===== src/rtl/qdma_mc_block_engine.sv =====
// Multi-channel block-copy DMA engine. Channels are arbitrated round-robin and the bus is taken
// from the processor with hrq/hlda. Words are then copied through a small FIFO.
module qdma_mc_block_engine #(
  parameter int unsigned NCH        = 2,
  parameter int unsigned AW         = 5,
  parameter int unsigned DW         = 8,
  parameter int unsigned FIFO_DEPTH = 4,
  parameter int unsigned LW         = AW + 1
) (
  input  logic              clk,
  input  logic              rst_n,
  input  logic [NCH-1:0]    drq,
  input  logic [NCH*AW-1:0] desc_src,
  input  logic [NCH*AW-1:0] desc_dst,
  input  logic [NCH*LW-1:0] desc_len,
  input  logic [NCH*2-1:0]  desc_mode,
  output logic              hrq,
  input  logic              hlda,
  output logic [NCH-1:0]    dack,
  output logic              rd_en,
  output logic [AW-1:0]     rd_addr,
  input  logic [DW-1:0]     rd_data,
  output logic              wr_en,
  output logic [AW-1:0]     wr_addr,
  output logic [DW-1:0]     wr_data,
  output logic [NCH-1:0]    done,
  output logic              busy
);
  localparam int unsigned CW = (NCH > 1) ? $clog2(NCH) : 1;
  localparam int unsigned PW = $clog2(FIFO_DEPTH);

  typedef enum logic [1:0] {StIdle, StHold, StXfer, StDone} state_e;

  state_e        state_q, state_d;
  logic [CW-1:0] ch_q, ch_d, rr_q, rr_d;
  logic [1:0]    mode_q, mode_d;
  logic [AW-1:0] src_q, src_d, dst_q, dst_d;
  logic [LW-1:0] rd_left_q, rd_left_d, wr_left_q, wr_left_d;
  logic [DW-1:0] fifo_q [FIFO_DEPTH];
  logic [DW-1:0] fifo_d [FIFO_DEPTH];
  logic [PW-1:0] wptr_q, wptr_d, rptr_q, rptr_d;
  logic [PW:0]   cnt_q, cnt_d;
  logic          rvalid_q, rvalid_d;

  logic           hrq_q, hrq_d, rd_en_q, rd_en_d, wr_en_q, wr_en_d, busy_q, busy_d;
  logic [NCH-1:0] dack_q, dack_d, done_q, done_d;
  logic [AW-1:0]  rd_addr_q, rd_addr_d, wr_addr_q, wr_addr_d;
  logic [DW-1:0]  wr_data_q, wr_data_d;

  logic          found, do_wr, push, pop;
  logic [CW-1:0] pick, arb_idx;
  logic [AW-1:0] cur_src, cur_dst;
  logic [LW-1:0] cur_len;
  logic [1:0]    cur_mode;

  assign cur_src  = desc_src[int'(ch_q)*AW +: AW];
  assign cur_dst  = desc_dst[int'(ch_q)*AW +: AW];
  assign cur_len  = desc_len[int'(ch_q)*LW +: LW];
  assign cur_mode = desc_mode[int'(ch_q)*2 +: 2];

  always_comb begin
    state_d   = state_q;
    ch_d      = ch_q;
    rr_d      = rr_q;
    mode_d    = mode_q;
    src_d     = src_q;
    dst_d     = dst_q;
    rd_left_d = rd_left_q;
    wr_left_d = wr_left_q;
    fifo_d    = fifo_q;
    wptr_d    = wptr_q;
    rptr_d    = rptr_q;
    cnt_d     = cnt_q;
    rvalid_d  = rd_en_q;
    hrq_d     = hrq_q;
    dack_d    = dack_q;
    rd_en_d   = 1'b0;
    rd_addr_d = rd_addr_q;
    wr_en_d   = 1'b0;
    wr_addr_d = wr_addr_q;
    wr_data_d = wr_data_q;
    done_d    = '0;
    found     = 1'b0;
    pick      = '0;
    arb_idx   = '0;
    do_wr     = 1'b0;
    push      = 1'b0;
    pop       = 1'b0;

    // First requester at or after rr_ptr, scanning cyclically.
    for (int i = 0; i < int'(NCH); i++) begin
      arb_idx = CW'((int'(rr_q) + i) % int'(NCH));
      if (!found && drq[arb_idx]) begin
        found = 1'b1;
        pick  = arb_idx;
      end
    end

    unique case (state_q)
      StIdle: begin
        if (found) begin
          ch_d    = pick;
          hrq_d   = 1'b1;
          state_d = StHold;
        end
      end
      StHold: begin
        if (hlda) begin
          if (cur_len == '0) begin
            hrq_d       = 1'b0;
            done_d[ch_q] = 1'b1;
            state_d     = StDone;
          end else begin
            dack_d       = '0;
            dack_d[ch_q] = 1'b1;
            mode_d       = cur_mode;
            dst_d        = cur_dst;
            wr_left_d    = cur_len;
            rd_left_d    = cur_len - 1'b1;
            rd_en_d      = 1'b1;
            rd_addr_d    = cur_src;
            src_d        = (cur_mode == 2'b01) ? cur_src : cur_src + 1'b1;
            state_d      = StXfer;
          end
        end
      end
      StXfer: begin
        if (wr_left_q == '0) begin
          hrq_d        = 1'b0;
          dack_d       = '0;
          done_d[ch_q] = 1'b1;
          state_d      = StDone;
        end else begin
          // Returning read data bypasses the FIFO when it is empty and a write goes out.
          do_wr = hlda && (cnt_q != '0 || rvalid_q);
          pop   = do_wr && (cnt_q != '0);
          push  = rvalid_q && !(do_wr && cnt_q == '0);
          if (do_wr) begin
            wr_en_d   = 1'b1;
            wr_addr_d = dst_q;
            wr_data_d = (cnt_q != '0) ? fifo_q[rptr_q] : rd_data;
            dst_d     = (mode_q == 2'b10) ? dst_q : dst_q + 1'b1;
            wr_left_d = wr_left_q - 1'b1;
          end
          if (pop) rptr_d = rptr_q + 1'b1;
          if (push) begin
            fifo_d[wptr_q] = rd_data;
            wptr_d         = wptr_q + 1'b1;
          end
          if (push && !pop) cnt_d = cnt_q + 1'b1;
          else if (pop && !push) cnt_d = cnt_q - 1'b1;
          // Reads still outstanding must fit once they land.
          if (hlda && rd_left_q != '0 &&
              (int'(cnt_d) + int'(rd_en_q)) < int'(FIFO_DEPTH)) begin
            rd_en_d   = 1'b1;
            rd_addr_d = src_q;
            src_d     = (mode_q == 2'b01) ? src_q : src_q + 1'b1;
            rd_left_d = rd_left_q - 1'b1;
          end
        end
      end
      StDone: begin
        rr_d    = (int'(ch_q) == int'(NCH) - 1) ? '0 : ch_q + 1'b1;
        state_d = StIdle;
      end
      default: state_d = StIdle;
    endcase

    busy_d = (state_d != StIdle);
  end

  always_ff @(posedge clk or negedge rst_n) begin
    if (!rst_n) begin
      state_q   <= StIdle;
      ch_q      <= '0;
      rr_q      <= '0;
      mode_q    <= '0;
      src_q     <= '0;
      dst_q     <= '0;
      rd_left_q <= '0;
      wr_left_q <= '0;
      for (int i = 0; i < int'(FIFO_DEPTH); i++) fifo_q[i] <= '0;
      wptr_q    <= '0;
      rptr_q    <= '0;
      cnt_q     <= '0;
      rvalid_q  <= 1'b0;
      hrq_q     <= 1'b0;
      dack_q    <= '0;
      rd_en_q   <= 1'b0;
      rd_addr_q <= '0;
      wr_en_q   <= 1'b0;
      wr_addr_q <= '0;
      wr_data_q <= '0;
      done_q    <= '0;
      busy_q    <= 1'b0;
    end else begin
      state_q   <= state_d;
      ch_q      <= ch_d;
      rr_q      <= rr_d;
      mode_q    <= mode_d;
      src_q     <= src_d;
      dst_q     <= dst_d;
      rd_left_q <= rd_left_d;
      wr_left_q <= wr_left_d;
      fifo_q    <= fifo_d;
      wptr_q    <= wptr_d;
      rptr_q    <= rptr_d;
      cnt_q     <= cnt_d;
      rvalid_q  <= rvalid_d;
      hrq_q     <= hrq_d;
      dack_q    <= dack_d;
      rd_en_q   <= rd_en_d;
      rd_addr_q <= rd_addr_d;
      wr_en_q   <= wr_en_d;
      wr_addr_q <= wr_addr_d;
      wr_data_q <= wr_data_d;
      done_q    <= done_d;
      busy_q    <= busy_d;
    end
  end

  assign hrq     = hrq_q;
  assign dack    = dack_q;
  assign rd_en   = rd_en_q;
  assign rd_addr = rd_addr_q;
  assign wr_en   = wr_en_q;
  assign wr_addr = wr_addr_q;
  assign wr_data = wr_data_q;
  assign done    = done_q;
  assign busy    = busy_q;

endmodule


===== config.mk =====
export PLATFORM = sky130hd
export DESIGN_NAME = qdma_mc_block_engine
export DESIGN_NICKNAME = d
export VERILOG_FILES = /design/src/rtl/qdma_mc_block_engine.sv
export SDC_FILE = /design/constraint.sdc
export NUM_CORES = 1
export LEC_CHECK = 0
export ABC_AREA = 1
export CAP_MARGIN = 20
export CORE_ASPECT_RATIO = 1.5
export CORE_UTILIZATION = 40
export CTS_CLUSTER_DIAMETER = 50
export DETAILED_ROUTE_END_ITERATION = 10
export HOLD_SLACK_MARGIN = 0.06
export PLACE_DENSITY = 0.62
export SLEW_MARGIN = 20
export SYNTH_ARGS = -nofsm -noshare
export SYNTH_HDL_FRONTEND = slang
export SYNTH_SLANG_ARGS = --single-unit

===== constraint.sdc =====
create_clock -name clk -period 2.16 [get_ports clk]
set_input_delay 0.432 -clock clk [delete_from_list [all_inputs] [get_ports clk]]
set_output_delay 0.432 -clock clk [all_outputs]
set_load 0.02 [all_outputs]

### Signal wires by layer

Scale: 3 px per µm.
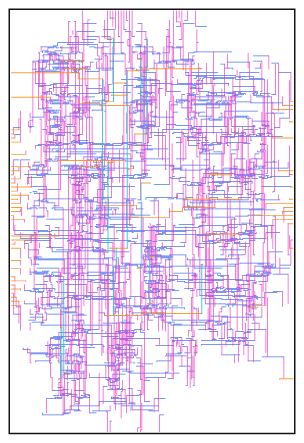
[cyan] M4 | wire length: 359 µm
[orange] M3 | wire length: 477 µm
[blue] M1 | wire length: 4960 µm
[magenta] M2 | wire length: 6770 µm

==> flow_summary.ini <==
; yosys + openroad results
[worst_setup_path]
path_max_fanout = 14
crit_start = state_q[0]
required_ns = 2.39
setup.worst_path.end = src_q[0]
cp-end-kind = register
r2r_cells = 9
start_kind = register
path_delay_family = buffers and inverters
path_depth = 9
rr_endpoint = src_q[0]
reg2reg_slack_ns = 0.16
crit_slowest_cell = dfrtp_1

[global_route]
use_met2_pct = 38.1
grt_pass1_vias = 4717
use_met3_pct = 3.78
grt_busiest_layer = met2
track_usage_pct = 20.9
grt_start_max_net_pins = 43
globalRouteOverflowTotal = 0
grt_antenna_before_repair = 0
grt_first_pass_wirelength_mm = 21.7

[job]
tool_warnings = 36
cap_violations = 0

[floorplanning]
num_rows = 50
die.size.x_um = 94.6
fp_util_pct = 41.2

[timing]
setup_violations = 0
slew_violations = 0
skew_ns = 0.00966
period_minus_slack_ns = 2.00
final.period_utilization_pct = 92.7

[routing]
drt_iter0_markers = 191
wl_per_cell_um = 13.8
vias = 4628
met1_length_mm = 4.96
avgViaCountPerCell = 5.10
top_layer_used = met4
wl_mm = 12.6
postRouteAntennaNets = 0

[clocking]
clockBufferDepth = 2
path_clk_slew_ns = 0.06
cts_resized = 0
root_buffer = clkbuf_16
cts_sinks = 94
cts_tree = built
holdBufCountCts = 0

[power_and_ir_drop]
powerDensity_nw_per_um2 = 1470
power_w = 0.00957

[final_layout]
seq_area_share_pct = 36.2
comb_share_pct = 37.6
nNonClkBuffers = 104
nClkBuffers = 10
antenna_cells = 0
fillCellCount = 1179
clk_share_pct = 4.22
logic_gates = 473

[synth]
ys.flop_type = dfrtp_1
synthTopCellsByCount = nand2_1 (194), dfrtp_1 (94), o21ai_0 (66)
ys_sh_mux_pct = 1.04
ys_chip_area_um2 = 5150
netlist.area_leader.share_pct = 45.7
ys_top_logic_family = simple AND/OR/NAND/NOR gates
ys_sh_simple_pct = 26.3
synth.avg_cell_area_um2 = 7.86
yosysCellCount = 655
fa_ha_area_share_pct = 4.37
fp_nets = 722
syn-cell-area_um2 = 5150
ys_seq_share_pct = 45.7
synth-warning-count = 0
async_flop_share_pct = 100

[outcome]
outcome = finished, final reports clean

[placement]
gp_congestion = 0.874
numPortBuffers = 74

[min_path]
min_path_type = in -> async
### Nets reached from selected ports

Scale: 3 px per µm.
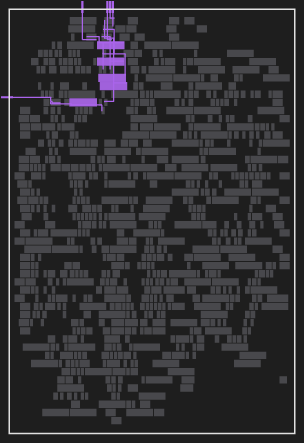
[purple] rd_addr | bits: 5 | direction: output | edge: 4 north, 1 west | end cells: 5 | buffers: 5 | wire: 179 µm

where the power goes:
part	total [W]	internal [W]	switching (W)	leakage, nW
sequential	0.00310	0.00254	0.000559	1.19
combinational	0.00499	0.00203	0.00296	1.78
clock	0.00148	0.000807	0.000671	0.135
per-stage QoR:
| step | instances | setup WS, ns | instance area (µm²) | hold WS (ns) |
|---|---|---|---|---|
| 2_1_floorplan | 655 | 0.276 | 5150 | 0.136 |
| 3_3_place_gp | 890 | -0.0763 | 6180 | 0.429 |
| 3_5_place_dp | 890 | -0.161 | 6180 | 0.440 |
| 4_1_cts | 905 | 0.0776 | 6450 | 0.0714 |
| 5_1_grt | 908 | -0.00840 | 6500 | 0.0801 |
| 6_report | 908 | 0.158 | 6500 | 0.0555 |
Power and IR drop assume default switching activity.
